--- config.mk ---
export PLATFORM = sky130hd
export DESIGN_NAME = mcs6530_bus_master
export DESIGN_NICKNAME = d
export VERILOG_FILES = /design/src/rtl/mcs6530_bus_master.sv
export SDC_FILE = /design/constraint.sdc
export NUM_CORES = 1
export LEC_CHECK = 0
export CAP_MARGIN = 20
export CORE_MARGIN = 2
export CORE_UTILIZATION = 40
export DETAILED_ROUTE_END_ITERATION = 12
export PLACE_DENSITY = 0.66
export RECOVER_POWER = 100
export REMOVE_ABC_BUFFERS = 1
export SKIP_LAST_GASP = 1
export SLEW_MARGIN = 20
export SYNTH_ARGS = -nofsm -noshare
export SYNTH_HDL_FRONTEND = slang
export SYNTH_SLANG_ARGS = --single-unit
--- constraint.sdc ---
create_clock -name phi2 -period 4.09 [get_ports phi2]
set_input_delay 0.6135 -clock phi2 [delete_from_list [all_inputs] [get_ports phi2]]
set_output_delay 0.6135 -clock phi2 [all_outputs]
set_load 0.005 [all_outputs]
--- src/rtl/mcs6530_bus_master.sv ---
// mcs6530_bus_master: 6502-side initiator for the RRIOT pin bus.
// Queues commands, runs one bus cycle at a time, returns reads in order.
module mcs6530_bus_master #(
  parameter int FIFO_DEPTH   = 4,
  parameter int READ_LATENCY = 2,
  parameter int RESET_CYCLES = 8
) (
  input  logic       phi2,
  input  logic       rst_n,
  input  logic       cmd_valid,
  output logic       cmd_ready,
  input  logic       cmd_we,
  input  logic       cmd_rs0,
  input  logic [9:0] cmd_addr,
  input  logic [7:0] cmd_data,
  output logic       rsp_valid,
  output logic [9:0] rsp_addr,
  output logic [7:0] rsp_data,
  output logic [9:0] bus_A,
  output logic       bus_RS0,
  output logic       bus_we_n,
  output logic [7:0] bus_DO,
  output logic       bus_OE,
  input  logic [7:0] bus_DI,
  output logic       bus_rst_n,
  input  logic       irq_n,
  output logic       irq_pending,
  output logic [7:0] irq_count,
  output logic       busy
);

  localparam int AW = $clog2(FIFO_DEPTH);
  localparam int CW = AW + 1;

  typedef enum logic [1:0] {
    S_RST_HOLD,
    S_IDLE,
    S_WRITE,
    S_READ
  } state_t;

  state_t state_q, state_d;

  logic [19:0]   fifo_q [FIFO_DEPTH];
  logic [AW-1:0] wr_ptr_q, wr_ptr_d;
  logic [AW-1:0] rd_ptr_q, rd_ptr_d;
  logic [CW-1:0] cnt_q, cnt_d;
  logic          full, empty, push, pop;

  logic [19:0]   head;
  logic          head_we, head_rs0;
  logic [9:0]    head_addr;
  logic [7:0]    head_data;

  logic [7:0]    rst_cnt_q, rst_cnt_d;
  logic [2:0]    rd_cnt_q, rd_cnt_d;
  logic          leave;

  logic [9:0]    bus_a_q, bus_a_d;
  logic          rs0_q, rs0_d;
  logic          we_n_q, we_n_d;
  logic [7:0]    do_q, do_d;
  logic          oe_q, oe_d;
  logic          bus_rst_n_q, bus_rst_n_d;

  logic          rsp_valid_q, rsp_valid_d;
  logic [9:0]    rsp_addr_q, rsp_addr_d;
  logic [7:0]    rsp_data_q, rsp_data_d;

  logic          irq_pend_q, irq_pend_d;
  logic [7:0]    irq_cnt_q, irq_cnt_d;

  assign full  = (cnt_q == CW'(FIFO_DEPTH));
  assign empty = (cnt_q == '0);
  assign push  = cmd_valid && !full;

  assign head      = fifo_q[rd_ptr_q];
  assign head_we   = head[19];
  assign head_rs0  = head[18];
  assign head_addr = head[17:8];
  assign head_data = head[7:0];

  // Storage needs no reset; the pointers define what is valid.
  always_ff @(posedge phi2) begin
    if (push) begin
      fifo_q[wr_ptr_q] <= {cmd_we, cmd_rs0, cmd_addr, cmd_data};
    end
  end

  always_comb begin
    wr_ptr_d = wr_ptr_q;
    rd_ptr_d = rd_ptr_q;
    cnt_d    = cnt_q;
    if (push) begin
      wr_ptr_d = wr_ptr_q + AW'(1);
    end
    if (pop) begin
      rd_ptr_d = rd_ptr_q + AW'(1);
    end
    unique case ({push, pop})
      2'b10:   cnt_d = cnt_q + CW'(1);
      2'b01:   cnt_d = cnt_q - CW'(1);
      default: cnt_d = cnt_q;
    endcase
  end

  always_comb begin
    state_d     = state_q;
    rst_cnt_d   = rst_cnt_q;
    rd_cnt_d    = rd_cnt_q;
    bus_a_d     = bus_a_q;
    rs0_d       = rs0_q;
    we_n_d      = we_n_q;
    do_d        = do_q;
    oe_d        = oe_q;
    bus_rst_n_d = bus_rst_n_q;
    rsp_valid_d = 1'b0;
    rsp_addr_d  = rsp_addr_q;
    rsp_data_d  = rsp_data_q;
    pop         = 1'b0;
    leave       = 1'b0;

    unique case (state_q)
      S_RST_HOLD: begin
        if (rst_cnt_q == 8'(RESET_CYCLES - 1)) begin
          state_d     = S_IDLE;
          bus_rst_n_d = 1'b1;
        end else begin
          rst_cnt_d = rst_cnt_q + 8'd1;
        end
      end
      S_IDLE: begin
        we_n_d = 1'b1;
        oe_d   = 1'b0;
      end
      S_WRITE: begin
        leave = 1'b1;
      end
      S_READ: begin
        if (rd_cnt_q == 3'(READ_LATENCY)) begin
          leave       = 1'b1;
          rsp_valid_d = 1'b1;
          rsp_addr_d  = bus_a_q;
          rsp_data_d  = bus_DI;
        end else begin
          rd_cnt_d = rd_cnt_q + 3'd1;
        end
      end
    endcase

    // Issue straight from the end of a cycle so writes run 1 per phi2.
    if ((state_q == S_IDLE || leave) && !empty) begin
      pop      = 1'b1;
      bus_a_d  = head_addr;
      rs0_d    = head_rs0;
      we_n_d   = ~head_we;
      oe_d     = head_we;
      rd_cnt_d = 3'd0;
      state_d  = head_we ? S_WRITE : S_READ;
      if (head_we) begin
        do_d = head_data;
      end
    end else if (leave) begin
      state_d = S_IDLE;
      we_n_d  = 1'b1;
      oe_d    = 1'b0;
    end
  end

  always_comb begin
    irq_pend_d = ~irq_n;
    irq_cnt_d  = irq_cnt_q;
    if (~irq_n && !irq_pend_q && irq_cnt_q != 8'hFF) begin
      irq_cnt_d = irq_cnt_q + 8'd1;
    end
  end

  always_ff @(posedge phi2 or negedge rst_n) begin
    if (!rst_n) begin
      state_q     <= S_RST_HOLD;
      wr_ptr_q    <= '0;
      rd_ptr_q    <= '0;
      cnt_q       <= '0;
      rst_cnt_q   <= '0;
      rd_cnt_q    <= '0;
      bus_a_q     <= '0;
      rs0_q       <= 1'b0;
      we_n_q      <= 1'b1;
      do_q        <= '0;
      oe_q        <= 1'b0;
      bus_rst_n_q <= 1'b0;
      rsp_valid_q <= 1'b0;
      rsp_addr_q  <= '0;
      rsp_data_q  <= '0;
      irq_pend_q  <= 1'b0;
      irq_cnt_q   <= '0;
    end else begin
      state_q     <= state_d;
      wr_ptr_q    <= wr_ptr_d;
      rd_ptr_q    <= rd_ptr_d;
      cnt_q       <= cnt_d;
      rst_cnt_q   <= rst_cnt_d;
      rd_cnt_q    <= rd_cnt_d;
      bus_a_q     <= bus_a_d;
      rs0_q       <= rs0_d;
      we_n_q      <= we_n_d;
      do_q        <= do_d;
      oe_q        <= oe_d;
      bus_rst_n_q <= bus_rst_n_d;
      rsp_valid_q <= rsp_valid_d;
      rsp_addr_q  <= rsp_addr_d;
      rsp_data_q  <= rsp_data_d;
      irq_pend_q  <= irq_pend_d;
      irq_cnt_q   <= irq_cnt_d;
    end
  end

  assign cmd_ready   = !full;
  assign rsp_valid   = rsp_valid_q;
  assign rsp_addr    = rsp_addr_q;
  assign rsp_data    = rsp_data_q;
  assign bus_A       = bus_a_q;
  assign bus_RS0     = rs0_q;
  assign bus_we_n    = we_n_q;
  assign bus_DO      = do_q;
  assign bus_OE      = oe_q;
  assign bus_rst_n   = bus_rst_n_q;
  assign irq_pending = irq_pend_q;
  assign irq_count   = irq_cnt_q;
  assign busy        = !empty || (state_q != S_IDLE);

endmodule

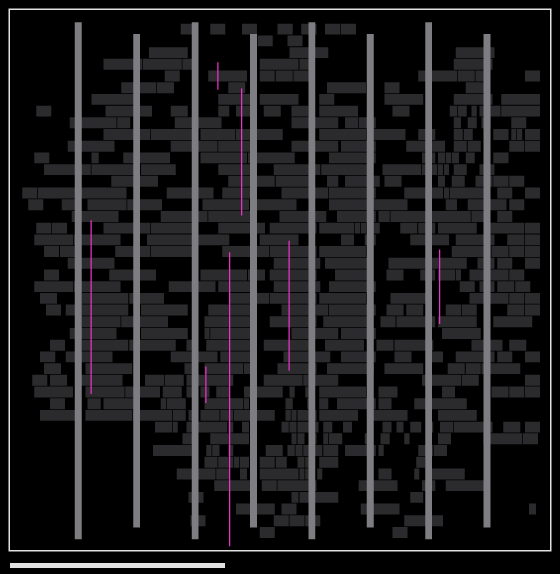
Figure 1: run 1, the metal 4 layer.
Scale bar: 50 um. Supply wires on this layer in grey.
main direction = vertical
longest straight run = 68.0 um
vias after detailed routing: 3136
total length of routed wires: 10600 um

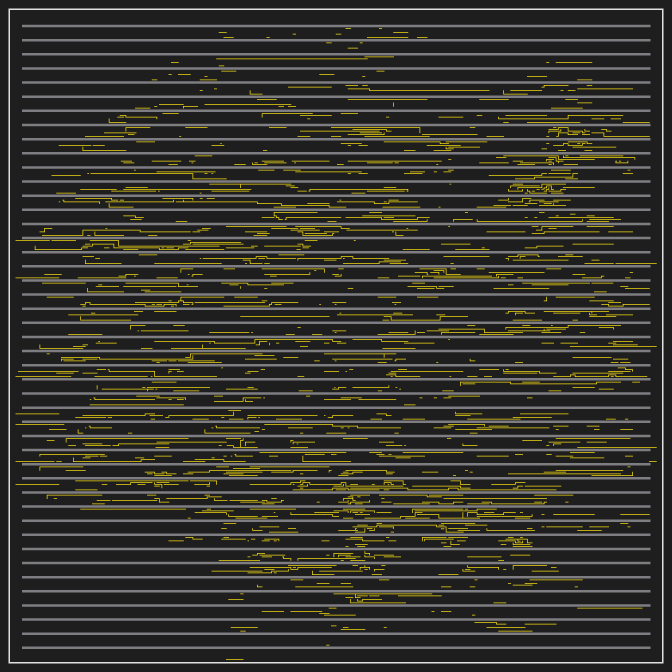
Figure 2: run 1, metal 1.
Supply wires on this layer in grey.
main direction = horizontal
share of all routed wire = 45%
fraction of met1 tracks used by global routing: 0.184

==> results.yml, run 1 <==
# flow metrics
route:
  viasPerCell: 5.00
  ant_nets: 0
  firstDrtPassIters: 4
  drc_errors: 0
  detail_route.iter0.violations: 171
global_route:
  grt_antenna_before_repair: 0
  via_count_of_the_first_global_routing_pass: 3319
  grt_first_pass_wirelength_um: 17100
  grt_start_max_net_pins: 71
  grt_overflow: 0
cts:
  clock_pin_slew_worst_setup_and_hold_paths_ns: 0.06
  cts_max_path_buffers: 2
  h-tree-depth: 4
  post_cts.repair.setup_buffers: 0
  clk-insertion-delay-late_ns: 0.42
  clk_root_buffer_cell: "clkbuf_16"
  cts-buffers-inserted: 17
  ctsResizeCount: 0
  tritoncts: "yes"
  tritoncts_num_sinks: 150
  postCtsHoldBufs: 0
critical_path:
  cp_slowest_cell: "clkbuf_1"
  first_element_of_the_critical_path: "rd_cnt_q[0]"
  critical_path.reg2reg.endpoint: "cnt_q[2]"
  cp_common_cell: "inv_1"
  count_of_buffering_cells_on_the_critical_path_with_inverters_included: 4
  r2r-start: "rd_cnt_q[0]"
  worst-path-stages: 12
  rr_worst_depth: 12
  path_max_fanout: 15
  timing.critical_path.arrival_ns: 3.23
  setup_crit_start_kind: "flop"
  worst_path_largest_cell_delay_ns: 0.70
  cp_top_family: "buffers and inverters"
  ff2ff_setup_slack_ns: 1.16
  critical_path.endpoint: "cnt_q[2]"
  critPathCaptureType: "flop"
  worst-setup-path-type: "reg2reg"
  worstPathCellList: "inv_1 > ha_1 > nor2b_1 > o211ai_2 > clkbuf_1 > inv_1 > ha_1 > inv_1 > fa_1 > xor2_1 > nor2_1 > xor2_1"
  timing.critical_path.required_ns: 4.39
timing:
  layout_worst_path_cycle_share: 0.715
  hold_worst_slack_ns: 0.463
  tightest_slew_ns: 1.78
  slew_violations: 71
  final_hold_viol_count: 0
  fin_skew_ns: 0.00589
  setup_total_negative_slack_ns: 0
  final-setup-viol-count: 0
  timing.final.ws_setup_ns: 1.16
  clock.fmax_ghz: 0.342
  rsz_0062_raised_after_global_routing: "false"
  relSlewSlack: -0.189
  final_period_minus_worst_setup_slack_ns: 2.93
synthesis:
  synth-cells-yosys: 333
  yosysUniqueCellTypes: 39
  synth_sequential_area_ratio: 0.704
  synth_largest_type_area_fraction: 0.407
  edf_count: 80
  dominantRegCellSynth: "edfxtp_1"
  leading_post_synthesis_cells_by_cell_area: "edfxtp_1, dfrtp_1, mux2_2"
  largest_area_cell: "edfxtp_1"
  synthesis.area_per_instance_um2: 17.7
  synth.yosys.chip_area_mm2: 0.00590
  synth_area_mm2: 0.00590
  numSynthFlops: 150
  ys_warn_count: 0
  synth.top_cells.by_count: "edfxtp_1, dfrtp_1, mux2_2"
  most_common_cell: "edfxtp_1"
  netlist_instances: 333
  synthArstFlopShare: 0.467
placement:
  detailed_placement_wirelength_estimate_um: 6800
  pre_cts_ws_ns: 1.56
  buffer_ports.inserted: 83
  globalplace.congestion: 0.775
power_and_ir_drop:
  post-layout-total-power_mw: 5.47
  leakagePower_nw: 2.86
  power-per-cell-area_mw_per_mm2: 734
  vdd_drop_max_v: 0.000377
finish:
  proportion_of_layout_cells_with_a_drive_suffix_above_1: 0.223
  final_net_count: 472
  n_antenna_cell: 0
  area.growth.synth_to_final_pct: 26.1
floorplan:
  num_io_pins: 84
  core-area_mm2: 0.0145
  die_area_mm2: 0.0157
  die_w_um: 125
  die_height_um: 125
  fp_util: 0.408
run_status:
  run_status: "finished, violations left"
  violations: "capacitance limit, slew limit"
job:
  cap_viol_max_count: 1
  stage_log_warnings: 29
worst_hold_path:
  hp-class: "reg2reg"
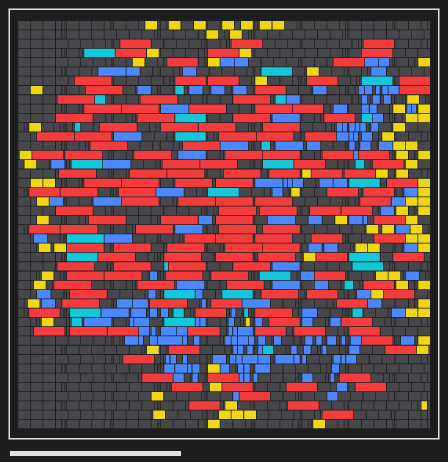
Figure 3: run 1, placed cells, one colour a class.
Scale bar: 50 um. Fill, decap, tap and diode cells in grey.
yellow -> remaining buffers and delay cells  # cells 86, share of their area 12%
cyan -> clock drivers and dummy loads  # cells 32, share of their area 7.8%
blue -> remaining logic cells  # cells 175, share of their area 23%
red -> registers  # cells 150, share of their area 58%
share of cell area taken by flip-flops and latches: 0.558
post-layout instance area: 0.00745 mm2
utilization after layout: 0.514
number of placement rows: 44

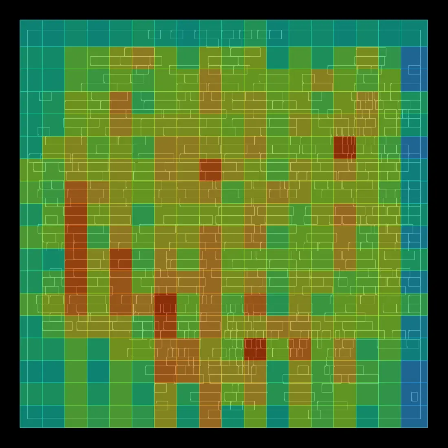
Figure 4: run 1, routing congestion map.
global routing usage on met3: 0.0488
average routed wire per standard cell: 16.9 um
total global-route track usage: 0.143

run 1: cells in the final DEF, fill, tap and decap left out, types with 6 or more instances in the layout:
master / instances
nand4_1: 6
nand2_1: 7
mux2_2: 40
xor2_1: 8
and3_1: 8
dlygate4sd3_1: 74
a21oi_1: 11
o21ai_0: 8
mux4_2: 20
xnor2_1: 7
inv_1: 14
nor2_1: 11
clkinv_4: 6
dfrtp_1: 69
ha_1: 9
clkbuf_16: 17
edfxtp_1: 80
clkdlybuf4s50_1: 8
run 1: report_power, final:
part           total (mW)  switching, mW  internal, mW
sequential           2.31          0.224          2.08
combinational        1.70          0.735         0.969
clock                1.45          0.619         0.836
total                5.47           1.58          3.89
run 1: worst register-to-register path, cell delays in order (launching register included):
cell and delay (ns):
dfrtp_1 0.39, inv_1 0.06, ha_1 0.22, nor2b_1 0.17
o211ai_2 0.16, clkbuf_1 0.70, inv_1 0.20, ha_1 0.28
inv_1 0.07, fa_1 0.19, xor2_1 0.16, nor2_1 0.07
xor2_1 0.14
run 1: worst min-delay path by stage:
stage              start  depth (start not counted)           end
5_1_grt        bus_rst_n                          1     bus_rst_n
6_report       bus_rst_n                          1     bus_rst_n
3_3_place_gp   bus_rst_n                          1     bus_rst_n
3_5_place_dp   bus_rst_n                          1     bus_rst_n
2_1_floorplan      rst_n                          0      bus_A[0]
4_1_cts            rst_n                          1  rst_cnt_q[5]
run 1: through the flow:
step	std cells	util	cell area, um2
after floorplan	325	-	5860
final	627	0.514	7450
after CTS	627	0.518	7500
after global routing	627	0.514	7450
after global placement	595	0.479	6940
after detailed placement	595	0.479	6940
run 1: flip-flops by register name, indices dropped and copies added, names as in the netlist:
name and cells:
bus_A 10, bus_DO 8, bus_OE 1, bus_RS0 1, bus_rst_n 1, bus_we_n 1, cnt_q 3, fifo_q 80
irq_count 8, irq_pending 1, rd_cnt_q 3, rd_ptr_q 2, rsp_addr 10, rsp_data 8, rsp_valid 1, rst_cnt_q 8
state_q 2, wr_ptr_q 2
run 1: cell type report:
| class | instances | area, um2 |
|---|---|---|
| clock buffers | 17 | 425 |
| fillers | 1170 | 7030 |
| clock inverters | 15 | 134 |
| repair buffers | 86 | 845 |
| inverters | 14 | 52.6 |
| well taps | 184 | 230 |
| flip-flops and latches | 150 | 4160 |
| multi-input cells | 161 | 1600 |
run 1: cells by family (layout without fill, tap and decap cells):
| group | Yosys count | in the layout | share of synthesized area |
|---|---|---|---|
| xor+xnor | 15 | 15 | 0.0223 |
| simple gates | 48 | 48 | 0.0481 |
| mux | 64 | 64 | 0.160 |
| fa+ha+maj | 10 | 10 | 0.0225 |
| compound gates | 24 | 24 | 0.0261 |
| buf+inv | 22 | 132 | 0.0172 |
| flops | 150 | 150 | 0.704 |
run 1: per-layer routing:
layer | track usage | vias to the layer above | wire length, um
li1 | - | 1456 | -
met1 | 0.184 | 1582 | 4750
met2 | 0.223 | 79 | 5120
met3 | 0.0488 | 19 | 540
met4 | 0.0608 | 0 | 198
met5 | 0 | - | 0
Figure 5. Local utilization (run 1).
13 x 13 tiles, from white (low) to dark blue (high), 0 to 100% covered.
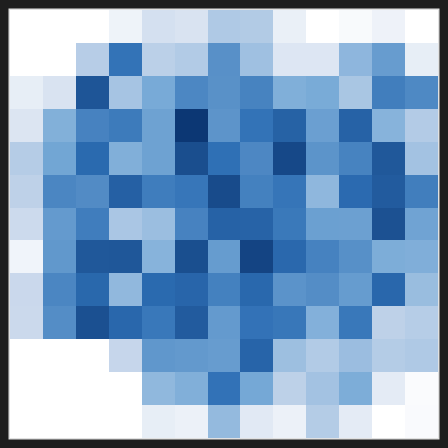

==> run 2: changes to the inputs <==
PLACE_DENSITY = 0.68   (was 0.66)
clock period = 2.5 ns   (was 4.09 ns; I/O delays follow)
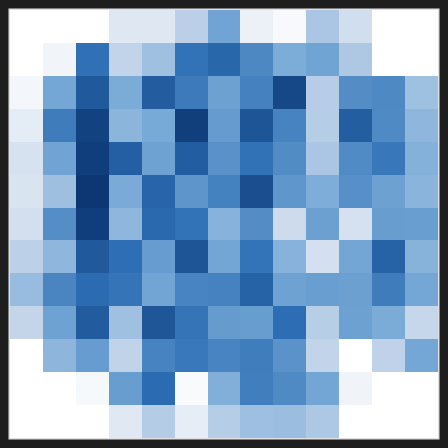
Figure 6: run 2, local utilization.
13 x 13 tiles, from white (low) to dark blue (high), 0 to 100% covered.
nearly empty tiles = 12%
densest ninth of the die = centre
mean over tiles = 46%
Core ar.: 0.0145 mm2
utilization after layout: 0.520
fp_density: 0.408

==> results.yml, run 2 <==
# flow metrics
run_status:
  run_status: "finished, violations left"
  violations: "capacitance limit, slew limit"
critical_path:
  critical_path.reg2reg.endpoint: "bus_DO[2]"
  ff2ff_setup_slack_ns: 0.23
  path_max_fanout: 14
  r2r-start: "rd_cnt_q[0]"
  critPathCaptureType: "flop"
  setup_crit_start_kind: "flop"
  rr_worst_depth: 7
power_and_ir_drop:
  power-per-cell-area_mw_per_mm2: 1220
  int_pwr_mw: 6.62
  share_comb_of_total_power: 0.305
  post-layout-total-power_mw: 9.19
  p_seq_frac: 0.413
  power_switching_share: 0.279
  total_switching_power_mw: 2.57
  leakagePower_nw: 2.90
global_route:
  track_usage: 0.147
  grt_use_met2: 0.254
  grt_first_pass_wirelength_um: 17300
  use_met3: 0.0454
  grt_overflow: 0
  grt_start_max_net_pins: 71
  via_count_of_the_first_global_routing_pass: 3333
  use_met1: 0.162
synthesis:
  ys_warn_count: 0
  dominantRegCellSynth: "edfxtp_1"
  synth-cells-yosys: 333
  synth.yosys.chip_area_mm2: 0.00590
  leading_post_synthesis_cells_by_cell_area: "edfxtp_1, dfrtp_1, mux2_2"
  synth_area_mm2: 0.00590
  edf_count: 80
  numSynthFlops: 150
  synth_sequential_area_ratio: 0.704
  most_common_cell: "edfxtp_1"
  synth_largest_type_area_fraction: 0.407
finish:
  stdcell_area_mm2: 0.00752
  multiInputGateArea_mm2: 0.00161
  sequential_cell_area_mm2: 0.00416
  final_cell_mix: "edfxtp_1, dlygate4sd3_1, dfrtp_1"
  proportion_of_layout_cells_with_a_drive_suffix_above_1: 0.233
  final_layout_top_logic_cell: "edfxtp_1"
  area.growth.synth_to_final_pct: 27.4
  final_net_count: 476
  fill_cell_instance_count_of_the_final_layout: 1181
  registers.top_by_ff_count: "fifo_q"
timing:
  tightest_slew_ns: 1.82
  final_hold_viol_count: 0
  final-setup-viol-count: 0
  layout_worst_path_cycle_share: 0.908
  clock.fmax_ghz: 0.441
  timing.final.ws_setup_ns: 0.230
  fin_skew_ns: 0.00647
  relSlewSlack: -0.215
  slew_violations: 71
floorplan:
  num_io_pins: 84
  die_area_mm2: 0.0157
  die_w_um: 125
  fp-row-count: 44
cts:
  clock_pin_slew_worst_setup_and_hold_paths_ns: 0.06
  h-tree-depth: 4
  cts-buffers-inserted: 17
  tritoncts_num_sinks: 150
  clk_root_buffer_cell: "clkbuf_16"
  clk-insertion-delay-late_ns: 0.41
route:
  detailroute.via_count: 3224
  detail_route.iter0.violations: 169
  post_drt_wl_per_cell_um: 17.2
  detail_route.wirelength_um: 10900
  viasPerCell: 5.10
  ant_nets: 0
placement:
  globalplace.congestion: 0.802
  placement.cell_area_mm2: 0.00697
  pre_cts_ws_ns: 0.221
  detailed_placement_wirelength_estimate_um: 6770
job:
  cap_viol_max_count: 1
  stage_log_warnings: 29
[run 2: critical path, stage by stage, from the launching register on]
cell	delay [ns]
dfrtp_1	0.37
inv_1	0.05
ha_1	0.22
nor2b_2	0.18
o211ai_1	0.22
buf_4	0.29
nand2b_1	0.44
mux2_2	0.39
[run 2: cell type report]
cell class                 count  area share
sequential                   150       0.552
multi-input combinational    161       0.213
timing repair buffer          90       0.115
clock buffer                  19      0.0602
tap                          184      0.0306
clock inverter                13      0.0206
inverter                      14     0.00699
antenna                        1    0.000333
[run 2: cells by family after synthesis]
kind of cell,synth area share
flops,0.704
mux,0.160
simple gates,0.0481
compound gates,0.0261
buf+inv,0.0172
xor+xnor,0.0223
fa+ha+maj,0.0225
[run 2: metal layers]
metal  up-vias  share of wire
met1      1656           0.39
met4         0          0.026
met2        89           0.53
met3        16          0.046
li1       1463              -
met5         -              0
[run 2: worst max-delay path by stage]
stage,startpoint,end,slack [ns],depth (start not counted)
after floorplan,rd_ptr_q[0],bus_DO[0],0.10,3
after global placement,rd_cnt_q[0],cnt_q[2],0.31,11
after detailed placement,rd_cnt_q[0],cnt_q[2],0.22,11
after CTS,rd_cnt_q[0],cnt_q[2],0.20,11
after global routing,rd_cnt_q[0],bus_DO[4],0.07,7
final,rd_cnt_q[0],bus_DO[2],0.23,7
[run 2: power by group through the flow]
stage          Combinational, mW  Clock, mW  Sequential (mW)
2_1_floorplan               1.55          0             3.91
3_5_place_dp                3.05          0             3.87
6_report                    2.81       2.58             3.80
3_3_place_gp                2.96          0             3.82
5_1_grt                     3.09       2.75             3.90
4_1_cts                     3.06       2.64             3.83
[run 2: what timing repair did]
action,in CTS,in global routing
setup buffers,0,0
endpoints found under the setup margin,0,1
gates resized,0,1
[run 2: stage by stage]
stage | hold slack [ns] | instances
2_1_floorplan | 0.0794 | 325
3_3_place_gp | 0.441 | 599
4_1_cts | 0.129 | 631
3_5_place_dp | 0.451 | 599
5_1_grt | 0.489 | 632
6_report | 0.442 | 632
Power figures rest on the tool's default switching activity, not on a simulated workload.
